--- src/rtl/mult_seq_pkg.sv ---
// mult_seq_pkg: shared FSM state type, default operand width and datapath strobe-vector width for the shift-add multiplier
package mult_seq_pkg;
  typedef enum logic [2:0] {
    IDLE   = 3'd0,
    LOAD   = 3'd1,
    ADD    = 3'd2,
    SHIFT  = 3'd3,
    FINISH = 3'd4,
    DONE   = 3'd5
  } state_e;
  localparam int DEF_WIDTH = 4;
  localparam int STROBE_W = 5;
endpackage

--- src/rtl/mult_seq_ctrl.sv ---
// mult_seq_ctrl: shift-add multiplier sequencer (in: start/abort/b_lsb; out: ld_ab, clr_acc, add_en, shift_en, out_en, busy, done, iter)
module mult_seq_ctrl
  import mult_seq_pkg::*;
#(
  parameter int WIDTH = DEF_WIDTH,
  localparam int CNT_W = $clog2(WIDTH + 1)
) (
  input  logic             clk,
  input  logic             rst_n,
  input  logic             start,
  input  logic             abort,
  input  logic             b_lsb,
  output logic             ld_ab,
  output logic             clr_acc,
  output logic             add_en,
  output logic             shift_en,
  output logic             out_en,
  output logic             busy,
  output logic             done,
  output logic [CNT_W-1:0] iter
);
  state_e state_q, state_d;
  logic [CNT_W-1:0] cnt_q, cnt_d;
  always_ff @(posedge clk or negedge rst_n) begin
    if (!rst_n) begin
      state_q <= IDLE;
      cnt_q   <= '0;
    end else begin
      state_q <= state_d;
      cnt_q   <= cnt_d;
    end
  end
  always_comb begin
    state_d  = IDLE;
    cnt_d    = cnt_q;
    ld_ab    = 1'b0;
    clr_acc  = 1'b0;
    add_en   = 1'b0;
    shift_en = 1'b0;
    out_en   = 1'b0;
    busy     = 1'b0;
    done     = 1'b0;
    case (state_q)
      IDLE:   state_d = (start && !abort) ? LOAD : IDLE;
      LOAD: begin
        ld_ab   = 1'b1;
        clr_acc = 1'b1;
        busy    = 1'b1;
        state_d = ADD;
      end
      ADD: begin
        add_en  = b_lsb;
        busy    = 1'b1;
        state_d = SHIFT;
      end
      SHIFT: begin
        shift_en = 1'b1;
        busy     = 1'b1;
        cnt_d    = cnt_q + CNT_W'(1);
        state_d  = (cnt_q == CNT_W'(WIDTH - 1)) ? FINISH : ADD;
      end
      FINISH: begin
        out_en  = 1'b1;
        busy    = 1'b1;
        state_d = DONE;
      end
      DONE: begin
        done    = 1'b1;
        state_d = (start && !abort) ? LOAD : IDLE;
      end
      default: state_d = IDLE;
    endcase
    if (abort && busy) state_d = IDLE;
    if (state_d == IDLE || state_d == LOAD) cnt_d = '0;
  end
  assign iter = cnt_q;
endmodule

--- config.mk ---
export PLATFORM = sky130hd
export DESIGN_NAME = mult_seq_ctrl
export DESIGN_NICKNAME = d
export VERILOG_FILES = /design/src/rtl/mult_seq_pkg.sv /design/src/rtl/mult_seq_ctrl.sv
export SDC_FILE = /design/constraint.sdc
export NUM_CORES = 1
export LEC_CHECK = 0
export CAP_MARGIN = 20
export CORE_MARGIN = 2
export CORE_UTILIZATION = 28
export CTS_CLUSTER_DIAMETER = 150
export DETAILED_ROUTE_END_ITERATION = 7
export GPL_TIMING_DRIVEN = 0
export PLACE_DENSITY = 0.57
export SYNTH_ARGS = -nofsm -noshare
export SYNTH_HDL_FRONTEND = slang
export SYNTH_SLANG_ARGS = --single-unit
--- constraint.sdc ---
create_clock -name clk -period 1.5 [get_ports clk]
set_clock_uncertainty 0.2 [all_clocks]
set_input_delay 0.3 -clock clk [delete_from_list [all_inputs] [get_ports clk]]
set_output_delay 0.3 -clock clk [all_outputs]
set_load 0.01 [all_outputs]
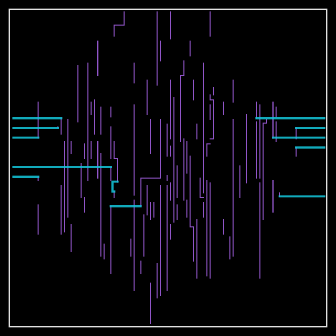
Fig. 1. Routed metal, one color a layer (run 1).
Only two layers are drawn.
[cyan] metal 3 | wire length: 70.4 um
[purple] metal 2 | wire length: 551 um

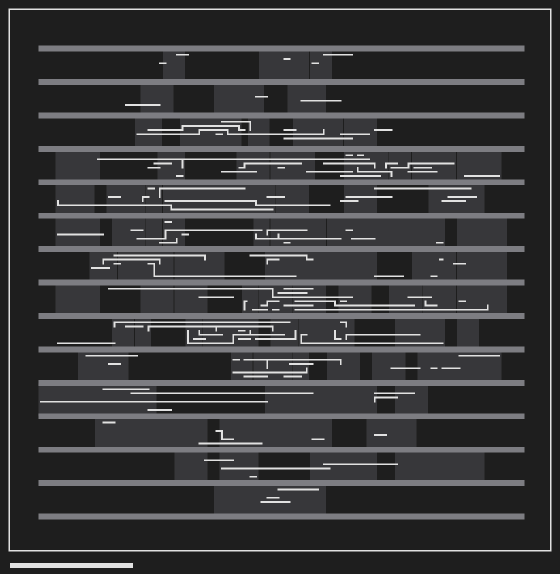
Fig. 2. Met1 routing (run 1).
Bar = 10 um. Supply wires on this layer in gray.
longest straight run: 22.1 um
nets with wire on the layer: 70
DR vias: 442
final WL: 1110 um
met1 Track Usage GR: 0.1578

==> run summary, run 1 <==
Overall routing resource usage -> 0.1287
Mean routed wirelength per cell -> 12.07 um
Comb. cell area -> 306.5 um2
# diodes -> 0
Max capacitance violation total -> 0
Chip area -> 1931 um2
Library cells used by synthesis -> 26
Largest type area fraction -> 0.3361
Synth Seq Share -> 0.3361
Die width -> 43.94 um
Worst Tran Pin Value -> 0.3240 ns
Critical path endpoint category -> output pin
Most used cell, CP -> buf_6
Core Area -> 1506 um2
Tally of filler cells in the layout -> 144
Status -> finished with violations
Yosys stat cell total -> 44
Kind of critical path -> reg2out
Largest net degree at the start of global routing -> 10
Max Slew Vio Count -> 0
RSZ-0062 raised after global routing -> yes
Post-synth EDFFs -> 0
Vias in the first global route -> 422
DRC viols -> 0
Input/output buffers -> 14
Relative slew slack -> 0.7834
Flop area -> 152.6 um2
1st-iter DRT viols -> 8
Row count -> 14
HPWL Detailed -> 698 um
Min Tclk post-route -> 1.824 ns
Final antenna-violating net count -> 0
Mapped Cells -> 44
Initial antenna violation count -> 0
Area added between synthesis and finish -> 80.95%
Startpoint types -> flip-flop
Worst endpoint required time -> 1.00 ns
Hold crit path type -> in2async
Most common cell in the synthesized netlist -> dfrtp_1
Dominant flop cell -> dfrtp_1
Chip Area, Yosys -> 446.7 um2
FF-to-FF path depth -> 6
Failing checks -> setup timing
Min setup slack post-route -> -0.3240 ns
Yosys top cell by area -> dfrtp_1
CP Cell Sequence -> buf_6 > and2b_4 > nor2b_4 > buf_6 > buf_6
Post-route insts no fill -> 92
Total global routing overflow -> 0
Log Warnings -> 29
Avg Vias per Cell -> 4.804
Crit-path max cell delay -> 0.38 ns
First-pass GRT wire length -> 1787 um
Final Hold Fails -> 0
Layout cells sized above 1 -> 0.6053
Drt pass-1 iters -> 4
Placed Cells -> 74
Mean Syn Cell Area -> 10.15 um2
Leading cell types by count after synthesis -> 6 x dfrtp_1, 4 x nand2_1, 3 x a21oi_1, 3 x buf_6, 3 x nor2_1
Final setup vio count -> 7
Hold Slack -> 0.1031 ns
Synthesized registers -> 6
Fin nets -> 85
Fin area -> 808.3 um2
Cell Pwr Density -> 577.1 nW/um2
Net count after synthesis -> 51
Asr flop ratio synth -> 1.000
Leakage Power -> 0.3730 nW
FMAX -> 548.3 MHz
Synth Cell Area -> 446.7 um2
CTS H-tree lvls -> 1
R2r endpoint -> iter[1]$_DFFE_PN0P_
Hold-fix buffers at CTS -> 0
Reg-to-reg startpoint -> state_q[1]$_DFF_PN0_
Fp util -> 0.2965
Die height -> 43.94 um
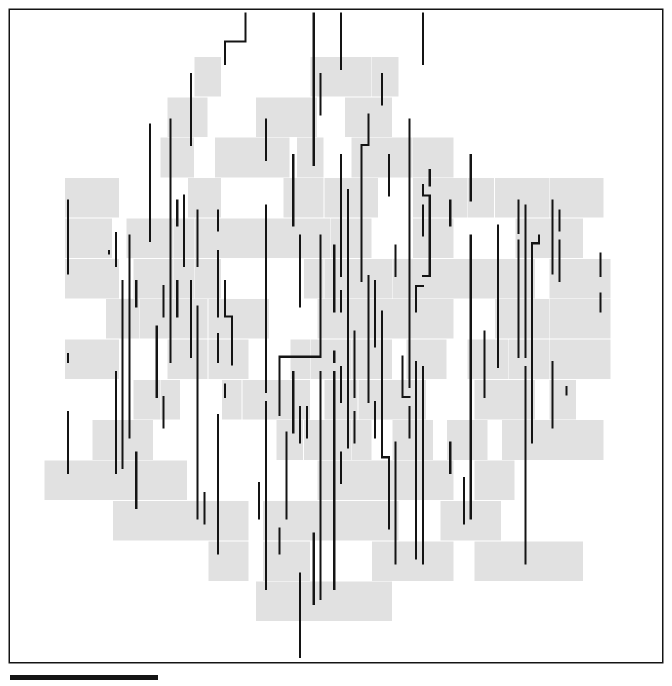
Fig. 3. M2 wires (run 1).
Bar = 10 um.
nets with wire on the layer: 75
main direction: vertical
longest straight run: 19.0 um
share of all routed wire: 50%
wire length on this layer: 551 um
M2 GR Usage: 0.1971

run 1: routing by layer:
layer / share of wire / wire length, um / global-route usage / vias to the layer above
met5: 0 / 0 / 0 / -
met3: 0.063 / 70 / 0.04167 / 0
met2: 0.50 / 550 / 0.1971 / 14
li1: - / - / - / 222
met1: 0.44 / 489 / 0.1578 / 206
met4: 0 / 0 / 0.07273 / 0
run 1: timing repair:
item,CTS,global route
pin swaps,3,5
setup endpoints to repair,11,10
buffers inserted,10,5
gates resized,42,7
run 1: how the worst max path moves through the flow:
stage | start | end | slack (ns) | cells past startpoint
6_report | state_q[2]$_DFF_PN0_ | ld_ab | -0.32 | 5
3_5_place_dp | state_q[2]$_DFF_PN0_ | ld_ab | -0.56 | 5
5_1_grt | state_q[2]$_DFF_PN0_ | ld_ab | -0.37 | 5
4_1_cts | state_q[2]$_DFF_PN0_ | ld_ab | -0.33 | 5
2_1_floorplan | state_q[2]$_DFF_PN0_ | ld_ab | -0.05 | 4
3_3_place_gp | state_q[2]$_DFF_PN0_ | ld_ab | -0.56 | 5
run 1: through the flow:
stage / total power, mW / TNS [ns] / util / setup slack, ns
final: 0.4665 / -1.711 / 0.5365 / -0.3240
after global routing: 0.4996 / -2.098 / 0.5365 / -0.3698
after CTS: 0.4602 / -1.635 / 0.4801 / -0.3297
after detailed placement: 0.2888 / -3.313 / 0.4103 / -0.5640
after global placement: 0.2890 / -3.252 / 0.4103 / -0.5569
after floorplan: 0.2403 / -0.05127 / - / -0.05127
run 1: final cells by class:
| type | instances | area share |
|---|---|---|
| plain buffers | 4 | 0.06037 |
| clock buffers | 3 | 0.02786 |
| multi-input cells | 33 | 0.3793 |
| well taps | 16 | 0.02477 |
| inverters | 1 | 0.004644 |
| repair buffers | 29 | 0.3142 |
| flip-flops and latches | 6 | 0.1889 |
run 1: critical path: cells and delay by family (launching register included):
family        cells  cell delay, ns
flops             1            0.38
simple gates      2            0.40
buf+inv           3            0.29
run 1: placed cells by master (no fill, tap or decap), types with 2 or more instances in the layout:
cell type,n
buf_2,4
a21oi_1,2
clkbuf_4,3
dlygate4sd2_1,2
dfrtp_2,2
dfrtp_1,4
clkdlybuf4s50_1,4
ha_4,2
nor2_1,2
and4bb_2,2
buf_4,12
a31oi_1,2
buf_6,8
nand2_1,4
and2_1,2
run 1: where the power goes:
part / switching, mW / internal (mW) / total (mW) / leakage (nW)
combinational: 0.0577 / 0.0831 / 0.141 / 0.280
sequential: 0.00898 / 0.169 / 0.178 / 0.0789
clock: 0.0576 / 0.0905 / 0.148 / 0.0138
total: 0.124 / 0.342 / 0.466 / 0.373
run 1: cell families after synthesis:
kind of cell,after synthesis,share of synthesized area
AND/OR/NAND/NOR,19,0.2969
AND-OR/OR-AND,9,0.1457
flip-flops,6,0.3361
buffers and inverters,5,0.1008
XOR/XNOR,2,0.03922
adder cells (fa/ha/maj),2,0.05601
multiplexers,1,0.02521
run 1: state kept, by name, indices dropped and copies added, names as in the netlist:
| register | count |
|---|---|
| iter | 3 |
| state_q | 3 |
Fig. 4: run 1, drive-strength map
Bar = 10 um.
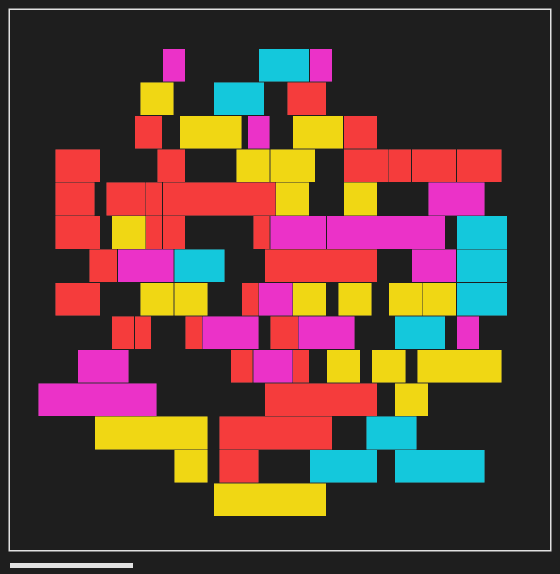

==> run 2: changes to the inputs <==
--- a/config.mk
+++ b/config.mk
@@ -12,6 +12,7 @@
 export DETAILED_ROUTE_END_ITERATION = 7
 export GPL_TIMING_DRIVEN = 0
 export PLACE_DENSITY = 0.57
+export SETUP_SLACK_MARGIN = 0.05
 export SYNTH_ARGS = -nofsm -noshare
 export SYNTH_HDL_FRONTEND = slang
 export SYNTH_SLANG_ARGS = --single-unit
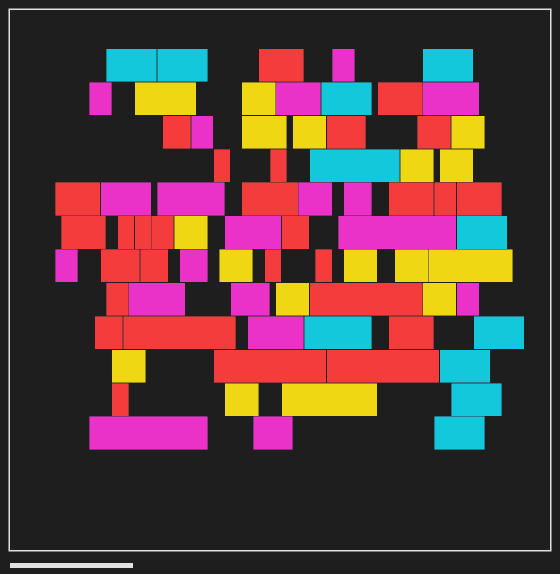
Fig. 5. Drive-strength map (run 2).
Bar = 10 um.
[magenta] _2 cells | cells: 19 | share: 25% | most used: buf_2
[yellow] _3 and _4 cells | cells: 17 | share: 22% | most used: buf_4
[red] _0 and _1 cells | cells: 29 | share: 38%
[cyan] _6 and larger | cells: 11 | share: 14% | most used: buf_6
area added between synthesis and finish: 77.59%
Non-CTS buffers: 32
min setup slack post-route: -0.3263 ns

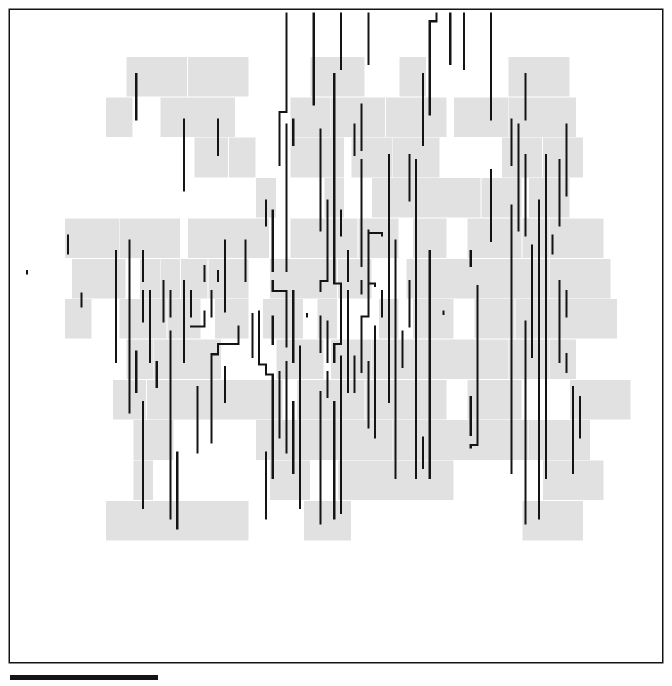
Fig. 6. M2 wires (run 2).
Bar = 10 um.
main direction: vertical
share of all routed wire: 49%
longest straight run: 21.8 um
wire length on this layer: 583 um
nets with wire on the layer: 71
final WL: 1195 um
M2 GR Usage: 0.1912

==> run 2 against run 1 <==
The flow still finishes with violations (setup timing); via count rose by 2.3%; clock-buffer cell count up 1; largest cell class is now non-clock buffers; final area shrank 1.9%; synthesized cell count is the same; die area unchanged; global-route usage is 0.69 points higher; first-iteration DRC count is 25% lower; synthesized area unchanged; sequential power is essentially flat; fmax is 0.13% lower.
==> run summary, run 2 <==
Comb. cell area -> 294.0 um2
Die height -> 43.94 um
Kind of critical path -> reg2out
Synth Cell Area -> 446.7 um2
Setup TNS -> -1.796 ns
R2r endpoint -> iter[2]$_DFFE_PN0P_
Largest type area fraction -> 0.3361
Worst-skew pair later-pin latency -> 0.25 ns
Worst endpoint required time -> 1.00 ns
Largest net degree at the start of global routing -> 10
Most frequent cells in the layout -> 10 x buf_4, 9 x buf_6, 4 x clkdlybuf4s50_1, 4 x dfrtp_1, 4 x buf_2
RSZ-0062 raised after global routing -> yes
Avg Vias per Cell -> 4.913
Input/output buffers -> 14
Hold-fix buffers at CTS -> 0
Final setup vio count -> 7
Top cells by area -> dfrtp_1 34%, buf_6 7.6%, and4bb_2 5.6%
Relative slew slack -> 0.7800
Mean Syn Cell Area -> 10.15 um2
Log Warnings -> 29
Row count -> 14
Initial antenna violation count -> 0
Post-synth EDFFs -> 0
Mapped Cells -> 44
Fin util -> 0.5266
Most common logic cell in the routed design -> buf_4
# diodes -> 0
Synth Seq Share -> 0.3361
Library cells used by synthesis -> 26
Drt pass-1 iters -> 4
CTS H-tree lvls -> 1
Pre-CTS setup slack -> -0.5633 ns
Core Area -> 1506 um2
DRC viols -> 0
Final GP Congestion -> 0.6820
Status -> finished with violations
Chip area -> 1931 um2
Placed Cells -> 74
Fp util -> 0.2965
Chip Area, Yosys -> 446.7 um2
Post-route insts no fill -> 92
Most common cell in the synthesized netlist -> dfrtp_1
Cell Pwr Density -> 610.0 nW/um2
Worst Tran Pin Value -> 0.3289 ns
Max capacitance violation total -> 0
Min Tclk post-route -> 1.826 ns
FMAX -> 547.6 MHz
Startpoint types -> flip-flop
Net count after synthesis -> 51
Overall routing resource usage -> 0.1357
Die width -> 43.94 um
Yosys top cell by area -> dfrtp_1
Total global routing overflow -> 0
1st-iter DRT viols -> 6
Setup crit start -> state_q[2]$_DFF_PN0_
Asr flop ratio synth -> 1.000
Vias in the first global route -> 421
First-pass GRT wire length -> 1828 um
Leading cell types by count after synthesis -> 6 x dfrtp_1, 4 x nand2_1, 3 x a21oi_1, 3 x buf_6, 3 x nor2_1
Final antenna-violating net count -> 0
Fin area -> 793.3 um2
Leakage Power -> 0.3624 nW
Final Hold Fails -> 0
Synthesized registers -> 6
Yosys stat cell total -> 44
Mean routed wirelength per cell -> 12.99 um
Min setup slack post-route -> -0.3263 ns
DR vias -> 452
Failing checks -> setup timing
Critical path endpoint category -> output pin
Tally of filler cells in the layout -> 142
Dominant flop cell -> dfrtp_1
FF-to-FF path depth -> 6
HPWL Detailed -> 691.2 um
Reg-to-reg startpoint -> state_q[1]$_DFF_PN0_
Flop area -> 152.6 um2
run 2: logic make-up (layout without fill, tap and decap cells):
| kind of cell | Yosys count | after routing | synth area share |
|---|---|---|---|
| XOR/XNOR | 2 | 2 | 0.03922 |
| AND/OR/NAND/NOR | 19 | 19 | 0.2969 |
| flip-flops | 6 | 6 | 0.3361 |
| buffers and inverters | 5 | 37 | 0.1008 |
| multiplexers | 1 | 1 | 0.02521 |
| AND-OR/OR-AND | 9 | 9 | 0.1457 |
| adder cells (fa/ha/maj) | 2 | 2 | 0.05601 |
run 2: area by class of cell:
type                    instances  share of cell area
flip-flops and latches          6              0.1924
clock buffers                   4             0.03312
inverters                       1            0.004732
plain buffers                   4             0.06151
well taps                      16             0.02524
repair buffers                 28              0.3123
multi-input cells              33              0.3707
run 2: per-stage QoR:
step / hold slack (ns) / power (mW)
2_1_floorplan: -0.1956 / 0.2405
3_3_place_gp: 0.3587 / 0.2890
3_5_place_dp: 0.3576 / 0.2885
4_1_cts: 0.09362 / 0.4646
5_1_grt: 0.09643 / 0.5161
6_report: 0.09307 / 0.4839
run 2: layer usage:
layer	GRT usage	share of wire	vias up
met5	0	0	-
met4	0.03636	0	0
met3	0.06667	0.059	0
met2	0.1912	0.49	11
met1	0.1837	0.45	219
li1	-	-	222
run 2: critical path, stage by stage, from the launching register on:
cell and delay, ns:
dfrtp_1 0.39, buf_6 0.14, and2b_4 0.24, nor2b_4 0.14, buf_6 0.09, buf_6 0.08
run 2: how the worst max path moves through the flow:
stage / to / slack (ns) / cells after the start
global route: busy / -0.42 / 5
detailed placement: ld_ab / -0.56 / 5
CTS: ld_ab / -0.33 / 5
floorplan: ld_ab / -0.05 / 4
global placement: ld_ab / -0.56 / 5
finish: ld_ab / -0.33 / 5
run 2: repair_timing:
action / in CTS / in global routing
pin swaps: 1 / 5
setup endpoints to repair: 12 / 13
buffers inserted: 9 / 5
gates resized: 39 / 12
run 2: power breakdown:
group	switching, mW	internal (mW)
logic	0.0607	0.0861
registers	0.00845	0.169
clock network	0.0591	0.101
No activity file was given, so power comes from the tool's default toggle rates.
